==> src/rtl/mmio_uart_tx.sv <==
// Memory-mapped UART transmitter: TXDATA writes queue bytes in a FIFO, STATUS reports full/busy/empty,
// bytes leave LSB first as 8N1 frames. Define MMIO_UART_TX_PARITY_EN to add an even-parity bit before stop.

typedef struct packed {
    logic        enable;
    logic [31:0] addr;
    logic [31:0] value;
    logic [1:0]  width;
} mem_write_control_t;

module mmio_uart_tx #(
    parameter logic [31:0] BASE_ADDR    = 32'h0003_0000,
    parameter int unsigned FIFO_DEPTH   = 8,
    parameter int unsigned CLKS_PER_BIT = 16
) (
    input  logic               clock,
    input  logic               reset,
    input  mem_write_control_t mmio_control,
    input  logic [31:0]        mmio_r_addr,
    output logic [31:0]        mmio_r_data,
    output logic               mmio_write_complete,
    output logic               tx
);

    localparam int unsigned PTR_W  = $clog2(FIFO_DEPTH);
    localparam int unsigned CNT_W  = PTR_W + 1;
    localparam int unsigned BAUD_W = $clog2(CLKS_PER_BIT);

    localparam logic [CNT_W-1:0]  FULL_COUNT  = CNT_W'(FIFO_DEPTH);
    localparam logic [BAUD_W-1:0] BAUD_RELOAD = BAUD_W'(CLKS_PER_BIT - 1);

    typedef enum logic [2:0] {
        S_IDLE   = 3'd0,
        S_START  = 3'd1,
        S_DATA   = 3'd2,
`ifdef MMIO_UART_TX_PARITY_EN
        S_PARITY = 3'd4,
`endif
        S_STOP   = 3'd3
    } state_t;

    logic [7:0]        fifo_mem_q [FIFO_DEPTH];
    logic [PTR_W-1:0]  wr_ptr_q, wr_ptr_d;
    logic [PTR_W-1:0]  rd_ptr_q, rd_ptr_d;
    logic [CNT_W-1:0]  count_q, count_d;

    state_t            state_q, state_d;
    logic [BAUD_W-1:0] baud_q, baud_d;
    logic [2:0]        bit_idx_q, bit_idx_d;
    logic [7:0]        shift_q, shift_d;
    logic              tx_q, tx_d;

    logic              w_in_block;
    logic              w_req;
    logic              w_is_txdata;
    logic              r_in_block;
    logic              fifo_full;
    logic              fifo_empty;
    logic              busy;
    logic              push;
    logic              pop;
    logic              baud_done;

    // Only the low byte of the store matters; width and upper data bits are ignored.
    logic              unused_wr_bits;
    assign unused_wr_bits = ^{mmio_control.width, mmio_control.value[31:8]};

    assign w_in_block  = (mmio_control.addr[31:3] == BASE_ADDR[31:3]);
    assign w_req       = mmio_control.enable && w_in_block;
    assign w_is_txdata = (mmio_control.addr[2:0] == 3'd0);
    assign r_in_block  = (mmio_r_addr[31:3] == BASE_ADDR[31:3]);

    assign fifo_full  = (count_q == FULL_COUNT);
    assign fifo_empty = (count_q == '0);
    assign busy       = !fifo_empty || (state_q != S_IDLE);

    // Full looks at the registered count only, so a pop this cycle cannot admit a push this cycle.
    assign push = w_req && w_is_txdata && !fifo_full;
    assign mmio_write_complete = reset && w_req && (!w_is_txdata || !fifo_full);

    always_comb begin
        mmio_r_data = '0;
        if (r_in_block && (mmio_r_addr[2:0] == 3'd4)) begin
            mmio_r_data[2:0] = {fifo_empty, busy, fifo_full};
        end
    end

    always_ff @(posedge clock) begin
        if (push) begin
            fifo_mem_q[wr_ptr_q] <= mmio_control.value[7:0];
        end
    end

    always_comb begin
        wr_ptr_d = wr_ptr_q;
        rd_ptr_d = rd_ptr_q;
        count_d  = count_q;
        if (push) begin
            wr_ptr_d = wr_ptr_q + PTR_W'(1);
        end
        if (pop) begin
            rd_ptr_d = rd_ptr_q + PTR_W'(1);
        end
        case ({push, pop})
            2'b10:   count_d = count_q + CNT_W'(1);
            2'b01:   count_d = count_q - CNT_W'(1);
            default: count_d = count_q;
        endcase
    end

    always_ff @(posedge clock or negedge reset) begin
        if (!reset) begin
            wr_ptr_q <= '0;
            rd_ptr_q <= '0;
            count_q  <= '0;
        end else begin
            wr_ptr_q <= wr_ptr_d;
            rd_ptr_q <= rd_ptr_d;
            count_q  <= count_d;
        end
    end

    assign baud_done = (baud_q == '0);

    // tx_d always carries the level of the bit being entered, so tx is a clean register output.
    always_comb begin
        state_d   = state_q;
        bit_idx_d = bit_idx_q;
        shift_d   = shift_q;
        tx_d      = tx_q;
        pop       = 1'b0;
        baud_d    = (state_q == S_IDLE) ? baud_q : baud_q - BAUD_W'(1);

        case (state_q)
            S_IDLE: begin
                tx_d = 1'b1;
                if (!fifo_empty) begin
                    pop     = 1'b1;
                    shift_d = fifo_mem_q[rd_ptr_q];
                    state_d = S_START;
                    baud_d  = BAUD_RELOAD;
                    tx_d    = 1'b0;
                end
            end
            S_START: begin
                if (baud_done) begin
                    state_d   = S_DATA;
                    baud_d    = BAUD_RELOAD;
                    bit_idx_d = 3'd0;
                    tx_d      = shift_q[0];
                end
            end
            S_DATA: begin
                if (baud_done) begin
                    baud_d = BAUD_RELOAD;
                    if (bit_idx_q == 3'd7) begin
`ifdef MMIO_UART_TX_PARITY_EN
                        state_d = S_PARITY;
                        tx_d    = ^shift_q;
`else
                        state_d = S_STOP;
                        tx_d    = 1'b1;
`endif
                    end else begin
                        bit_idx_d = bit_idx_q + 3'd1;
                        tx_d      = shift_q[bit_idx_q + 3'd1];
                    end
                end
            end
`ifdef MMIO_UART_TX_PARITY_EN
            S_PARITY: begin
                if (baud_done) begin
                    state_d = S_STOP;
                    baud_d  = BAUD_RELOAD;
                    tx_d    = 1'b1;
                end
            end
`endif
            S_STOP: begin
                if (baud_done) begin
                    if (!fifo_empty) begin
                        // Chain straight into the next start bit so queued frames stay contiguous.
                        pop     = 1'b1;
                        shift_d = fifo_mem_q[rd_ptr_q];
                        state_d = S_START;
                        baud_d  = BAUD_RELOAD;
                        tx_d    = 1'b0;
                    end else begin
                        state_d = S_IDLE;
                        baud_d  = '0;
                        tx_d    = 1'b1;
                    end
                end
            end
            default: begin
                state_d = S_IDLE;
                baud_d  = '0;
                tx_d    = 1'b1;
            end
        endcase
    end

    always_ff @(posedge clock or negedge reset) begin
        if (!reset) begin
            state_q   <= S_IDLE;
            baud_q    <= '0;
            bit_idx_q <= '0;
            shift_q   <= '0;
            tx_q      <= 1'b1;
        end else begin
            state_q   <= state_d;
            baud_q    <= baud_d;
            bit_idx_q <= bit_idx_d;
            shift_q   <= shift_d;
            tx_q      <= tx_d;
        end
    end

    assign tx = tx_q;

endmodule

==> config.mk <==
export PLATFORM = sky130hd
export DESIGN_NAME = mmio_uart_tx
export DESIGN_NICKNAME = d
export VERILOG_FILES = /design/src/rtl/mmio_uart_tx.sv
export SDC_FILE = /design/constraint.sdc
export NUM_CORES = 1
export LEC_CHECK = 0
export ABC_CLOCK_PERIOD_IN_PS = 5200
export CORE_ASPECT_RATIO = 1.4
export CORE_MARGIN = 4
export CORE_UTILIZATION = 45
export DETAILED_ROUTE_END_ITERATION = 6
export GPL_TIMING_DRIVEN = 1
export PLACE_DENSITY = 0.77
export SYNTH_ARGS = -nofsm -noshare
export SYNTH_HDL_FRONTEND = slang
export SYNTH_SLANG_ARGS = --single-unit
export TNS_END_PERCENT = 100
==> constraint.sdc <==
create_clock -name clock -period 5.2 [get_ports clock]
set_input_delay 0.52 -clock clock [delete_from_list [all_inputs] [get_ports clock]]
set_output_delay 0.52 -clock clock [all_outputs]
set_load 0.005 [all_outputs]
Fig. 1: run 1, wire density map
18 x 25 tiles, from dark blue (low) to red (high), scaled to the fullest tile. Values are wire area over tile area, all layers added.
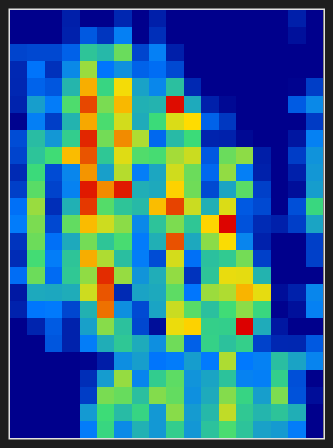
mean over tiles = 0.12
fullest tile = 0.40
nearly empty tiles = 22%
tiles over half the peak = 23%
total global-route track usage: 0.164
final WL: 9000 um
routed len/inst: 17.1 um
DR vias: 2,746

Fig. 2: run 1, sequential cells coloured by netlist name
The bar under the picture is 20 um long.
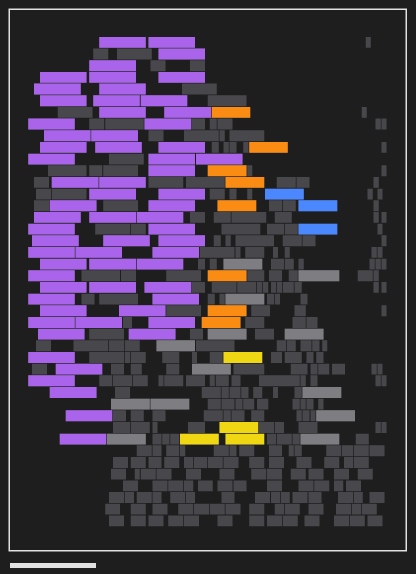
bit_idx_q -> blue  # flops 3
count_q -> yellow  # flops 4, where south
fifo_mem_q -> purple  # flops 64
shift_q -> orange  # flops 8
not coloured = 13
Final Util: 0.582
Sequential Power: 785 uW
sequential share of cell area: 0.471

==> impl_metrics.py, run 1 <==
# Synthesis and PnR figures
metrics = {
    "outcome": {
        "outcome": "finished, final reports clean",
    },
    "clock_network": {
        "hold_buffers": 0,
        "ctsResizeCount": 0,
        "cts_tree": "yes",
    },
    "worst_setup_path": {
        "worst_setup_path_end_kind": "register",
        "critPathMostFrequentCell": "xor2_1",
        "crit_arrival_ps": 3620,
        "crit_path_max_incr_delay_ps": 810,
        "crit_chain": "clkdlybuf4s50_1, nor4b_1, nand4_1, nor3_1, inv_1, ha_1, xor2_1, ha_1, a21oi_1, xor2_1, nor2_1, xor2_1",
    },
    "timing": {
        "finalHoldViolCount": 0,
        "setup_tns_ps": 0,
        "rsz0062_at_grt": "no",
        "fin_crit_sh": 0.652,
    },
    "synthesis": {
        "top_area_cell": "edfxtp_1",
        "ys_ff": 92,
        "avgSynthCellArea_um2": 14.5,
        "adder_share": 0.0364,
        "xor_area_frac": 0.0177,
    },
    "finish": {
        "lay_top_cells": "clkdlybuf4s50_1, edfxtp_1, conb_1",
        "insertedDiodeCount": 0,
        "ff_latch_area_um2": 2620,
        "fin_cells": 525,
    },
    "placed_design": {
        "dpl_worst_slack_ps": 1430,
        "place.gp.congestion": 0.779,
    },
    "floorplanning": {
        "placementRows": 42,
        "pin_count": 135,
        "dieWidth_um": 92.2,
        "coreArea_um2": 9560,
        "initCoreUtil": 0.467,
    },
    "power": {
        "ir_drop_v": 0.000280,
        "p_comb_frac": 0.050,
        "switching_share": 0.213,
        "power.density_nw_per_um2": 268,
        "p_total_uw": 1490,
        "p_int_uw": 1170,
    },
    "hold_path": {
        "hold_path.class": "register to register",
    },
    "global_routing": {
        "grt_pass1_vias": 2939,
        "grt_pass1_wl_um": 14800,
        "grt_max_degree": 30,
        "antenna_found_initial": 0,
    },
    "route": {
        "viasPerCell": 5.23,
        "antenna_left": 0,
    },
}
Fig. 3: run 1, sizing map
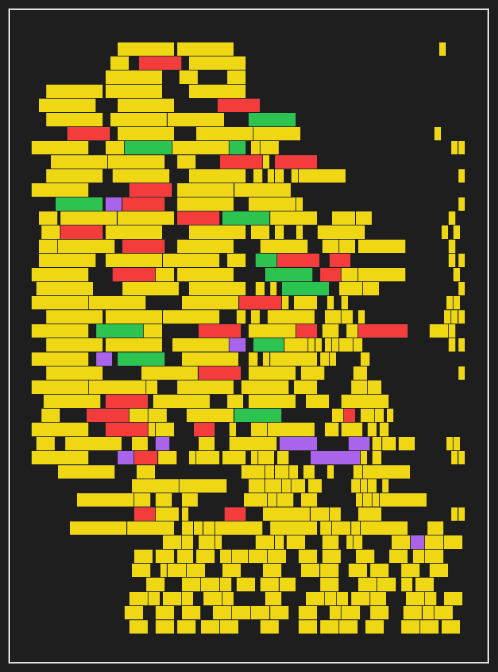
_3 and _4 cells -> purple  # cells 9, most used clkinv_4
_6 and larger -> green  # cells 12, most used clkbuf_16
_2 cells -> red  # cells 27, most used mux4_2
_0 and _1 cells -> yellow  # cells 345, most used clkdlybuf4s50_1
Post-Layout Inst Area: 5570 um2
Layout area overhead: 24.6%
bufs w/o clock: 81
setup ws final: 1810 ps

Fig. 4: run 1, clock distribution
The bar under the picture is 20 um long.
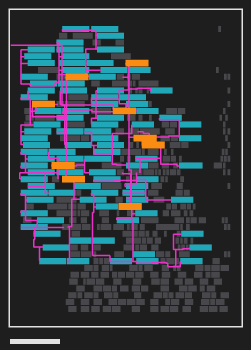
clock drivers -> orange  # count 9
clock wires -> magenta  # length 988 um
flip-flops -> cyan  # count 92
routed clock nets = 10
P_clk: 630 uW
clock power share: 0.423
skew final: 9.62 ps

## run 1: registers in the layout (all words and copies together), names as in the netlist
signal	flops
fifo_mem_q	64
tx	1
rd_ptr_q	3
wr_ptr_q	3
shift_q	8
bit_idx_q	3
count_q	4
state_q	2
baud_q	4
## run 1: worst paths after layout
check / from / endpoint / slack [ps] / cells past startpoint
max: mmio_control[60] / count_q[2] / 1810 / 12
max in group asynchronous: reset / tx / 4320 / 2
max reg2reg: state_q[0] / count_q[2] / 2190 / 11
min in group asynchronous: reset / baud_q[3] / 570 / 2
min reg2reg: tx / tx / 510 / 2
min: tx / tx / 510 / 2
## run 1: per-layer routing
layer / GRT usage / wire (um)
met1: 0.184 / 3300
met4: 0.0560 / 150
met5: 0 / 0
met2: 0.315 / 5280
met3: 0.0215 / 275
## run 1: tightest hold or removal path: cells and delay by family, from the launching register on
| family | cells | cell delay [ps] |
|---|---|---|
| AND-OR/OR-AND | 1 | 50 |
| AND/OR/NAND/NOR | 1 | 90 |
| flip-flops | 1 | 370 |
## run 1: power by group through the flow
| stage | sequential (uW) | clock [uW] | combinational (uW) |
|---|---|---|---|
| 2_1_floorplan | 800 | 0 | 24.2 |
| 3_3_place_gp | 800 | 0 | 72.9 |
| 3_5_place_dp | 800 | 0 | 74.9 |
| 4_1_cts | 785 | 637 | 75.3 |
| 5_1_grt | 784 | 675 | 82.4 |
| 6_report | 785 | 630 | 75.2 |
## run 1: area by class of cell
type                            instances  area share
Clock buffer                            9      0.0405
Clock inverter                          7      0.0128
Inverter                                9     0.00607
Multi-Input combinational cell        195       0.295
Sequential cell                        92       0.471
Tap cell                              132      0.0297
Timing Repair Buffer                   81       0.145
## Run 2: what changed since run 1
Settings changed: ABC_CLOCK_PERIOD_IN_PS 5200 to 3200.
Clock period 5.2 ns to 3.2 ns, I/O delays scaled along.
Fig. 5: run 2, cell placement
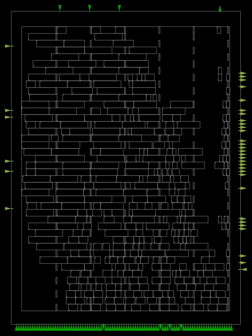
Core Rows: 42
Tap Count: 132
sequential share of cell area: 0.467
flop count: 92

==> run 2 against run 1 <==
Setup slack worse by 1300 ps. Final cell count is 0.76% higher. Sequential power is 62% higher. Combinational power is 64% higher. Synthesized cell count stayed put. First-iteration DRC count is 10% lower. Register-to-register slack worse by 1600 ps. Clock skew is 0.85 ps lower. Critical path type is now register to register. Highest routed layer unchanged.
==> impl_metrics.py, run 2 <==
# Synthesis and PnR figures
metrics = {
    "global_routing": {
        "grt_max_degree": 29,
        "grt_pass1_vias": 2832,
        "grt_pass1_wl_um": 14300,
        "antenna_found_initial": 0,
        "grtUsageTotal": 0.161,
    },
    "worst_setup_path": {
        "ff2ff_path_depth": 12,
        "rrSetupSlack_ps": 550,
        "worst_setup_path_end_kind": "register",
        "cp.required_ps": 3420,
        "crit_arrival_ps": 2870,
        "reg2reg_from": "state_q[0]",
        "cp.depth": 12,
        "crit_start": "state_q[0]",
        "timing.rr.end": "count_q[2]",
        "crit_chain": "inv_1, ha_1, inv_1, a211oi_1, buf_4, ha_1, xor2_1, ha_1, a21oi_1, xor2_1, nor2_1, xor2_1",
        "crit_path_end": "count_q[2]",
    },
    "timing": {
        "worst_slack_ps": 554,
        "fin_crit_sh": 0.827,
        "clock-skew-final_ps": 8.77,
        "setup_tns_ps": 0,
        "rsz0062_at_grt": "no",
        "finalHoldViolCount": 0,
    },
    "floorplanning": {
        "coreArea_um2": 9560,
        "die_height_um": 126,
        "dieWidth_um": 92.2,
        "initCoreUtil": 0.467,
    },
    "route": {
        "antenna_left": 0,
        "avgRoutedWirePerCell_um": 16.9,
        "viasPerCell": 5.23,
        "route.vias.total": 2767,
    },
    "placed_design": {
        "dpl_worst_slack_ps": 335,
        "placed_area_um2": 5300,
        "place.gp.congestion": 0.773,
    },
    "finish": {
        "regMostFlops": "fifo_mem_q",
        "fin_cells": 529,
        "design_area_um2": 5620,
        "lay_top_cells": "clkdlybuf4s50_1, edfxtp_1, conb_1",
        "largest_reg_flops": 64,
        "finish.utilization": 0.587,
        "reg_top3": "fifo_mem_q (64), shift_q (8)",
    },
    "hold_path": {
        "hold_path.class": "input port to async pin",
    },
    "clock_network": {
        "hold_buffers": 0,
        "cts_tree": "yes",
        "ctsResizeCount": 0,
    },
    "outcome": {
        "outcome": "finished, final reports clean",
    },
    "synthesis": {
        "ys_ff": 92,
        "top_area_cell": "edfxtp_1",
        "avgSynthCellArea_um2": 14.5,
    },
    "power": {
        "p_total_uw": 2490,
        "ir_drop_v": 0.000459,
    },
}
Fig. 6: run 2, sizing map
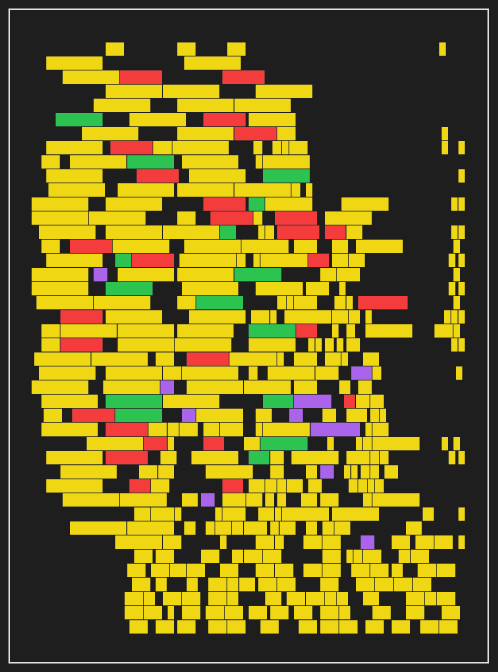
_3 and _4 cells -> purple  # cells 10, most used buf_4
_2 cells -> red  # cells 27, most used mux4_2
_0 and _1 cells -> yellow  # cells 345, most used clkdlybuf4s50_1
_6 and larger -> green  # cells 15, most used clkbuf_16
Layout area overhead: 25.7%
bufs w/o clock: 85

run 2: cell count changes in the layout (fill, tap and decap cells not counted):
cell	previous run	this run
buf_4	2	6
clkinvlp_4	0	1
inv_6	1	3
bufinv_16	0	1
clkinv_4	4	0
run 2: report_power, final:
part | total [uW] | internal (uW) | leakage, uW | switching (uW)
Combinational | 123 | 83.2 | 0.000974 | 39.4
Clock | 1100 | 626 | 0.000152 | 471
Sequential | 1270 | 1270 | 0.000963 | 0.0596
run 2: how the worst min path moves through the flow:
stage / from / endpoint
after floorplan: reset / baud_q[0]
final: reset / baud_q[1]
after global routing: reset / baud_q[3]
after global placement: count_q[3] / count_q[3]
after CTS: reset / baud_q[1]
after detailed placement: tx / tx
run 2: final cells by class:
cell class	instances	area, um2
fillers	747	3950
flip-flops and latches	92	2620
multi-input cells	195	1640
repair buffers	85	836
clock buffers	9	225
well taps	132	165
clock inverters	7	91.3
inverters	9	33.8
run 2: cell families (layout without fill, tap and decap cells):
family                     count (synthesis)  after routing  share of synthesized area
DFF                                       92             92                      0.588
and+or+nand+nor                           73             73                      0.102
buffers and inverters                     49            110                     0.0686
AOI/OAI and AO/OA                         39             39                     0.0628
muxes                                     32             32                      0.124
adders and majority gates                 13             13                     0.0364
xor gates and xnor gates                   9              9                     0.0177
other                                      1             29                   0.000840
run 2: per-layer routing:
| metal | up-vias | GRT usage | wire, um |
|---|---|---|---|
| met5 | - | 0 | 0 |
| met3 | 12 | 0.0447 | 426 |
| met2 | 75 | 0.305 | 5230 |
| met1 | 1378 | 0.171 | 3180 |
| met4 | 0 | 0.0481 | 119 |
| li1 | 1302 | - | - |
Power and IR drop assume default switching activity.
